--- src/rtl/bcd_to_bin.sv ---
// Sequential packed-BCD to unsigned-binary converter. Handles one digit per clock,
// most-significant first, with valid/ready handshakes on the input and output sides.
module bcd_to_bin #(
    parameter int DIGITS = 2,
    parameter int BIN_W  = 7
) (
    input  logic                  clk,
    input  logic                  reset,
    input  logic                  in_valid,
    output logic                  in_ready,
    input  logic [4*DIGITS-1:0]   in_bcd,
    output logic                  out_valid,
    input  logic                  out_ready,
    output logic [BIN_W-1:0]      out_bin,
    output logic                  out_err
);

    // Three bits are enough to index the largest legal digit count (6).
    localparam int IDX_W = 3;

    typedef enum logic [1:0] {
        IDLE = 2'd0,
        CONV = 2'd1,
        DONE = 2'd2
    } state_t;

    state_t                state_q,   state_d;
    logic [4*DIGITS-1:0]   bcd_q,     bcd_d;
    logic [BIN_W-1:0]      acc_q,     acc_d;
    logic                  err_q,     err_d;
    logic [IDX_W-1:0]      idx_q,     idx_d;
    logic [BIN_W-1:0]      out_bin_q, out_bin_d;
    logic                  out_err_q, out_err_d;

    logic [3:0]            digit_s;
    logic [BIN_W-1:0]      mac_s;
    logic                  err_next_s;

    function automatic logic [3:0] digit_at(input logic [4*DIGITS-1:0] v,
                                            input logic [IDX_W-1:0]    i);
        digit_at = v[{i, 2'b00} +: 4];
    endfunction

    // Multiply-accumulate step and error accumulation for the current digit.
    always_comb begin
        digit_s    = digit_at(bcd_q, idx_q);
        mac_s      = (acc_q << 3) + (acc_q << 1) + BIN_W'(digit_s);
        err_next_s = err_q | (digit_s > 4'd9);
    end

    // Next-state and datapath update for the IDLE/CONV/DONE sequence.
    always_comb begin
        state_d   = state_q;
        bcd_d     = bcd_q;
        acc_d     = acc_q;
        err_d     = err_q;
        idx_d     = idx_q;
        out_bin_d = out_bin_q;
        out_err_d = out_err_q;
        case (state_q)
            IDLE: begin
                if (in_valid) begin
                    bcd_d   = in_bcd;
                    acc_d   = '0;
                    err_d   = 1'b0;
                    idx_d   = IDX_W'(DIGITS - 1);
                    state_d = CONV;
                end else begin
                    state_d = IDLE;
                end
            end
            CONV: begin
                acc_d = mac_s;
                err_d = err_next_s;
                idx_d = idx_q - IDX_W'(1);
                // The result is published on the same edge that consumes the last digit.
                if (idx_q == IDX_W'(0)) begin
                    out_bin_d = err_next_s ? '0 : mac_s;
                    out_err_d = err_next_s;
                    state_d   = DONE;
                end else begin
                    state_d   = CONV;
                end
            end
            DONE: begin
                if (out_ready) begin
                    state_d = IDLE;
                end else begin
                    state_d = DONE;
                end
            end
            default: begin
                state_d = IDLE;
            end
        endcase
    end

    // State and datapath registers with asynchronous active-low reset.
    always_ff @(posedge clk or negedge reset) begin
        if (!reset) begin
            state_q   <= IDLE;
            bcd_q     <= '0;
            acc_q     <= '0;
            err_q     <= 1'b0;
            idx_q     <= '0;
            out_bin_q <= '0;
            out_err_q <= 1'b0;
        end else begin
            state_q   <= state_d;
            bcd_q     <= bcd_d;
            acc_q     <= acc_d;
            err_q     <= err_d;
            idx_q     <= idx_d;
            out_bin_q <= out_bin_d;
            out_err_q <= out_err_d;
        end
    end

    assign in_ready  = (state_q == IDLE);
    assign out_valid = (state_q == DONE);
    assign out_bin   = out_bin_q;
    assign out_err   = out_err_q;

endmodule

--- config.mk ---
export PLATFORM = sky130hd
export DESIGN_NAME = bcd_to_bin
export DESIGN_NICKNAME = d
export VERILOG_FILES = /design/src/rtl/bcd_to_bin.sv
export SDC_FILE = /design/constraint.sdc
export NUM_CORES = 1
export LEC_CHECK = 0
export ABC_AREA = 1
export CORE_ASPECT_RATIO = 0.5
export CORE_MARGIN = 2
export CORE_UTILIZATION = 48
export DETAILED_ROUTE_END_ITERATION = 10
export GPL_TIMING_DRIVEN = 1
export PLACE_DENSITY = 0.85
export SYNTH_ARGS = -nofsm -noshare
export SYNTH_HDL_FRONTEND = slang
export SYNTH_SLANG_ARGS = --single-unit
--- constraint.sdc ---
create_clock -name clk -period 2.3 [get_ports clk]
set_clock_uncertainty 0.1 [all_clocks]
set_input_delay 0.345 -clock clk [delete_from_list [all_inputs] [get_ports clk]]
set_output_delay 0.345 -clock clk [all_outputs]
set_load 0.02 [all_outputs]
Figure 1. Metal layers overlaid.
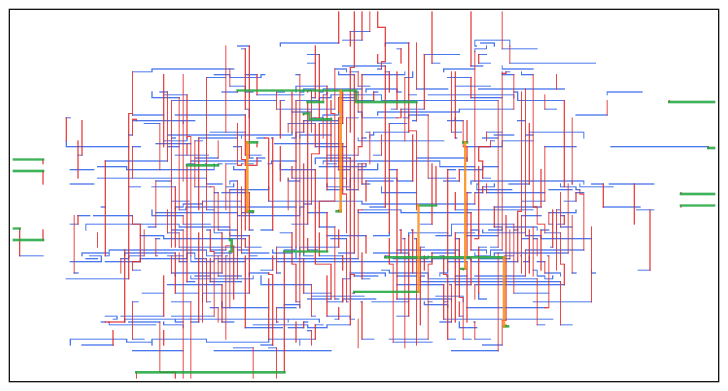
| layer | colour | wire length |
|---|---|---|
| metal 3 | green | 108 um |
| metal 2 | red | 1640 um |
| metal 1 | blue | 1540 um |
| metal 4 | orange | 55.8 um |
Tot GR Track Use: 18.6%
drt total wl: 3.34 mm
WL per Instance: 14.2 um
Vias: 1213

Figure 2. Placed cells, one colour a class.
The bar under the picture is 20 um long.
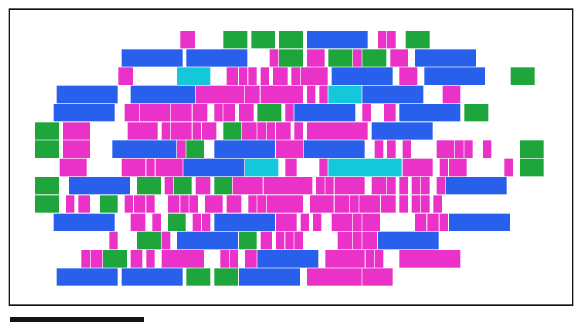
| class | colour | cells | share of their area |
|---|---|---|---|
| clock drivers and dummy loads | cyan | 4 | 3.7% |
| sequential cells | blue | 28 | 37% |
| remaining buffers and delay cells | green | 28 | 14% |
| combinational and other logic | magenta | 135 | 46% |
sequential cell area share: 35.8%
final core occ: 65.2%
Core ar.: 0.00301 mm^2

Figure 3. Floorplan with the power grid.
The bar under the picture is 20 um long. Pins as bars on the die edge. Tap cells in grey.
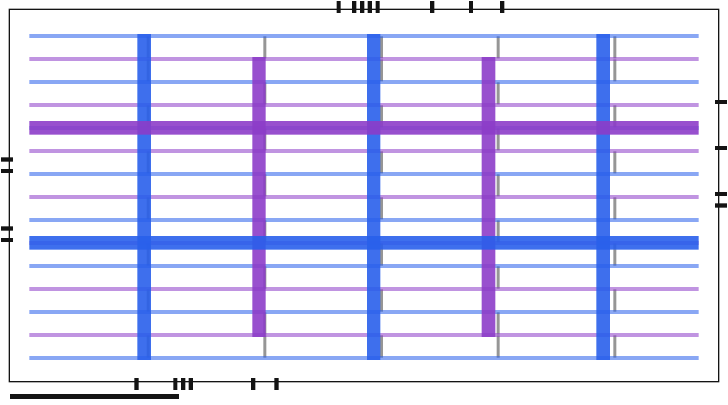
| net | colour |
|---|---|
| VSS | blue |
| VDD | purple |
met5 straps: 2
met1 rails: 15
tap cells: 40
DIE HEIGHT: 43.9 um
peak supply drop: 634 uV

==> results.py <==
# Flow results
metrics = {
    "run_status": {
        "status": "complete, but fails checks",
        "violations": "negative setup slack",
    },
    "setup_path": {
        "r2r_slack_ns": -0.04,
        "critical_path_class": "reg -> reg",
        "cp_max_fo": 3,
        "timing.rr.start": "idx_q[2]",
        "r2r_end": "out_bin[5]",
    },
    "cts": {
        "cts_buffers": 3,
        "clk_pin_slew_ns": 0.10,
        "ctsHoldBuffers": 0,
        "cts_buffer_depth": 2,
    },
    "synthesis": {
        "edf_count": 0,
        "synth.top_cell.area_share_pct": 45.9,
        "yosysUniqueCellTypes": 30,
        "yosysWarnings": 0,
        "flop_cell": "dfrtp_1",
        "ys.flops": 28,
        "top_area_cell": "dfrtp_1",
        "synth_area_mm2": 0.00153,
        "async_flop_share_pct": 100,
    },
    "die": {
        "fp_util_pct": 50.6,
        "die_area_mm2": 0.00367,
    },
    "timing": {
        "tightest_slew_ns": 0.361,
        "post-route-period-util_pct": 102,
        "max_freq_mhz": 427,
        "setup_viol": 3,
        "finalWorstSetupSlack_ns": -0.0422,
        "rsz0062_at_grt": "yes",
        "hold_viol_final": 0,
    },
    "global_route": {
        "grt_pass1_vias": 1221,
    },
    "placed_design": {
        "dp_hpwl_mm": 2.30,
        "gp_congestion": 0.777,
    },
    "drt": {
        "dr.pass1.iters": 4,
        "drtIter0Drc": 57,
        "postRouteAntennaNets": 0,
        "drc": 0,
    },
    "pwr": {
        "leakage_nw": 0.941,
    },
    "layout": {
        "ff_latch_area_um2": 703,
        "n_antenna_cell": 0,
        "logic_area_um2": 754,
    },
    "flow_run": {
        "warnings": 29,
    },
}
-- repair_timing --
action,in CTS,in global routing
gates cloned,0,0
pin swaps,0,14
setup endpoints to repair,3,5
gates resized,1,14
setup buffers,1,2
-- critical path, cell delays in order (launching register included) --
cell and delay [ns]:
dfrtp_2 0.45, nor2_4 0.12, o21ai_2 0.06, nor2_2 0.12, inv_1 0.08, fa_1 0.57
inv_2 0.07, ha_4 0.16, a21oi_2 0.12, nand2_2 0.08, xor2_2 0.18, o21bai_1 0.15
-- logic make-up (layout without fill, tap and decap cells) --
| family | Yosys count | count (layout) | synth area share, % |
|---|---|---|---|
| compound gates | 27 | 27 | 10.9 |
| xor+xnor | 4 | 4 | 2.30 |
| fa+ha+maj | 11 | 11 | 10.0 |
| buf+inv | 34 | 65 | 8.61 |
| flops | 28 | 28 | 45.9 |
| mux | 3 | 3 | 2.21 |
| simple gates | 57 | 57 | 20.0 |
-- cell type report --
class | instances | area share [%]
timing repair buffer | 28 | 13.4
clock inverter | 1 | 1.53
tap | 40 | 2.55
multi-input combinational | 102 | 38.4
inverter | 33 | 6.30
sequential | 28 | 35.8
clock buffer | 3 | 2.10
-- per-stage QoR --
step	setup TNS, ns	area (um^2)	setup WS [ns]	instances	hold WS [ns]
2_1_floorplan	0	1530	0.0191	164	-0.0506
3_3_place_gp	0	1810	0.0481	228	0.371
3_5_place_dp	-0.0266	1810	-0.0266	228	0.372
4_1_cts	-0.0501	1890	-0.0344	233	0.342
5_1_grt	-0.689	1970	-0.176	235	0.394
6_report	-0.0867	1970	-0.0422	235	0.349
-- cell usage in the layout, fill, tap and decap left out, drive strengths merged, types with 5 or more instances in the layout --
cell	Yosys	routed
o22ai	5	5
dfrtp	28	28
nand3	6	6
ha	9	9
nor2	19	19
a21oi	8	8
clkdlybuf4s50	0	21
o21bai	5	5
nand2	30	30
inv	33	33
buf	1	7
o21ai	5	5
-- where the power goes --
group	internal, mW	total [mW]	switching, mW
sequential	0.711	0.852	0.141
clock	0.233	0.394	0.161
combinational	0.820	1.91	1.09
total	1.76	3.16	1.40
-- per-layer routing --
layer	GRT usage, %	up-vias	part of all wire (%)	wire, um
li1	-	580	-	-
met1	22.8	592	46	1540
met2	34.4	31	49	1640
met3	3.62	10	3.2	107
met4	5.48	0	1.6	55
met5	0	-	0	0
-- worst max path at each step --
stage                      end  depth (start not counted)     start  slack (ns)
floorplan           out_bin[6]                         12  idx_q[2]        0.02
global placement    out_bin[6]                         12  idx_q[2]        0.05
detailed placement  out_bin[6]                         11  idx_q[1]       -0.03
CTS                 out_bin[5]                         11  idx_q[1]       -0.03
global route        out_bin[5]                         11  idx_q[2]       -0.18
finish              out_bin[5]                         11  idx_q[2]       -0.04
-- flip-flops by register name, indices dropped and copies added, names as in the netlist --
name,cells
state_q,2
acc_q,6
err_q,1
out_err,1
out_bin,7
bcd_q,8
idx_q,3
No activity file was given, so power comes from the tool's default toggle rates.
